congestion.png
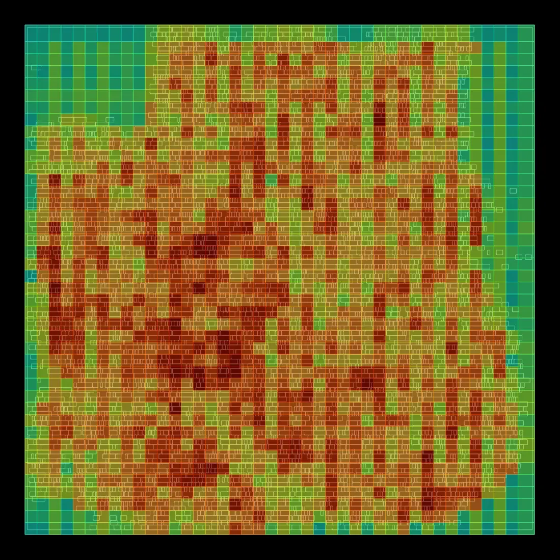
sizes.png
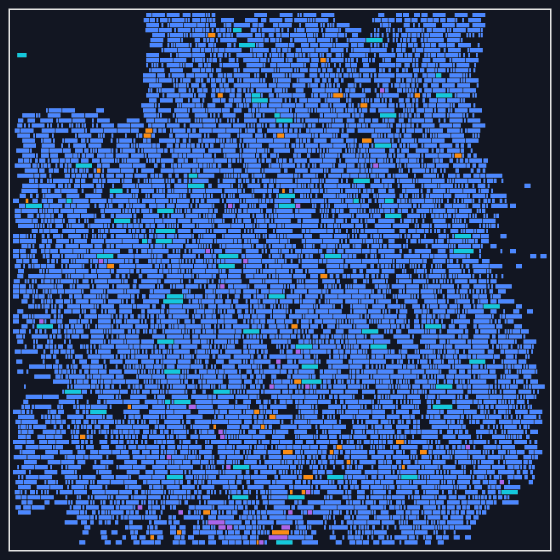
Design systolic_array_os, sky130hd; sources not shown.
==> CHANGELOG.md <==
### Implementation results

- Number of DRC markers in iteration 0: ~2.6k
- Highest metal layer with signal wires: met5
- Setup TNS after final layout: 0 ns
- Share of flip-flops with an asynchronous set or reset after synthesis: 100.0%
- Biggest combinational cell group after synthesis: adder cells
- Hold Worst Slack: 0.4323 ns
- Number of setup violations in the final report: 0
- Lkg Pwr: approximately 32 nW
- Post-synthesis chip area from yosys: about 55000 um^2
- Crit. End Element: flop
- Standard cell area after detailed placement: approximately 57000 um^2
- Register Area: approximately 9600 um^2
- Met2 routed WL: about 63000 um
- Xor+xnor area frac: around 3.3%
- Post-CTS Hold Buffers: 0
- WP depth: 18
- Initial core utilization: between 60 and 70%
- Slack of the worst reg-to-reg path: 4.24 ns
- Initial antenna violation count: 3
- Number of vias in the routed layout: about 39k
- Status: finished clean
- Count of multi-input gates: 3840
- Largest delay contributor family on the critical path: adder cells
- Clock buffer instance count of the final layout: 61
- Post-synthesis simple-gate area fraction: about an eighth
- TritonCTS buffer count: roughly 47
- Layout non-clock buf frac: 2.641%
- Critical path's slowest cell: sky130_fd_sc_hd__a2111oi_1
- Fraction of the mapped netlist area in adder cells: 45.46%
- Via count normalized by instance count: approximately 5.7
- Flops: between 300 and 400
- Number of nets in the final layout: about 7.3k
- TAP cells: 1080
- Number of hold violations in the final report: 0
- Total number of yosys warnings: 0
Notes on congestion.png above:
met2 Resource Use GR: 53.73%
final cell utilization of the core: 70.30%
layer with the highest usage after global routing: met2
met1 usage in global routing: 41.99%
average detailed-routed wire length per instance: 18.78 um

Notes on sizes.png above:
- _0 and _1 cells: blue (cells 5709; share 98%)
- _6 and larger: cyan (cells 65; share 1.1%)
- _3 and _4 cells: purple (cells 31; share 0.53%)
- _2 cells: orange (cells 39; share 0.67%)
worst setup margin: 3.037 ns
number of non-clock buffers: 158
final standard cell area without fillers: 58740 um^2
post-synthesis to final-layout area growth: 7.163%

[Yosys cell counts, types with 123 or more instances]
cell type and number:
sky130_fd_sc_hd__inv_1 1378, sky130_fd_sc_hd__nor2_1 372, sky130_fd_sc_hd__dfrtp_1 382, sky130_fd_sc_hd__clkbuf_1 142, sky130_fd_sc_hd__ha_1 494, sky130_fd_sc_hd__xnor2_1 137, sky130_fd_sc_hd__nand2_1 332, sky130_fd_sc_hd__mux2i_1 189
sky130_fd_sc_hd__and2_1 370, sky130_fd_sc_hd__fa_1 936, sky130_fd_sc_hd__a21oi_1 206, sky130_fd_sc_hd__o21ai_0 123
[stage by stage]
stage | setup slack (ns) | cells
final | 3.037 | 6925
after floorplan | 3.450 | 5759
after detailed placement | 2.551 | 6840
after CTS | 3.140 | 6924
after global placement | 2.697 | 6840
after global routing | 2.754 | 6925
Power figures rest on the tool's default switching activity, not on a simulated workload.
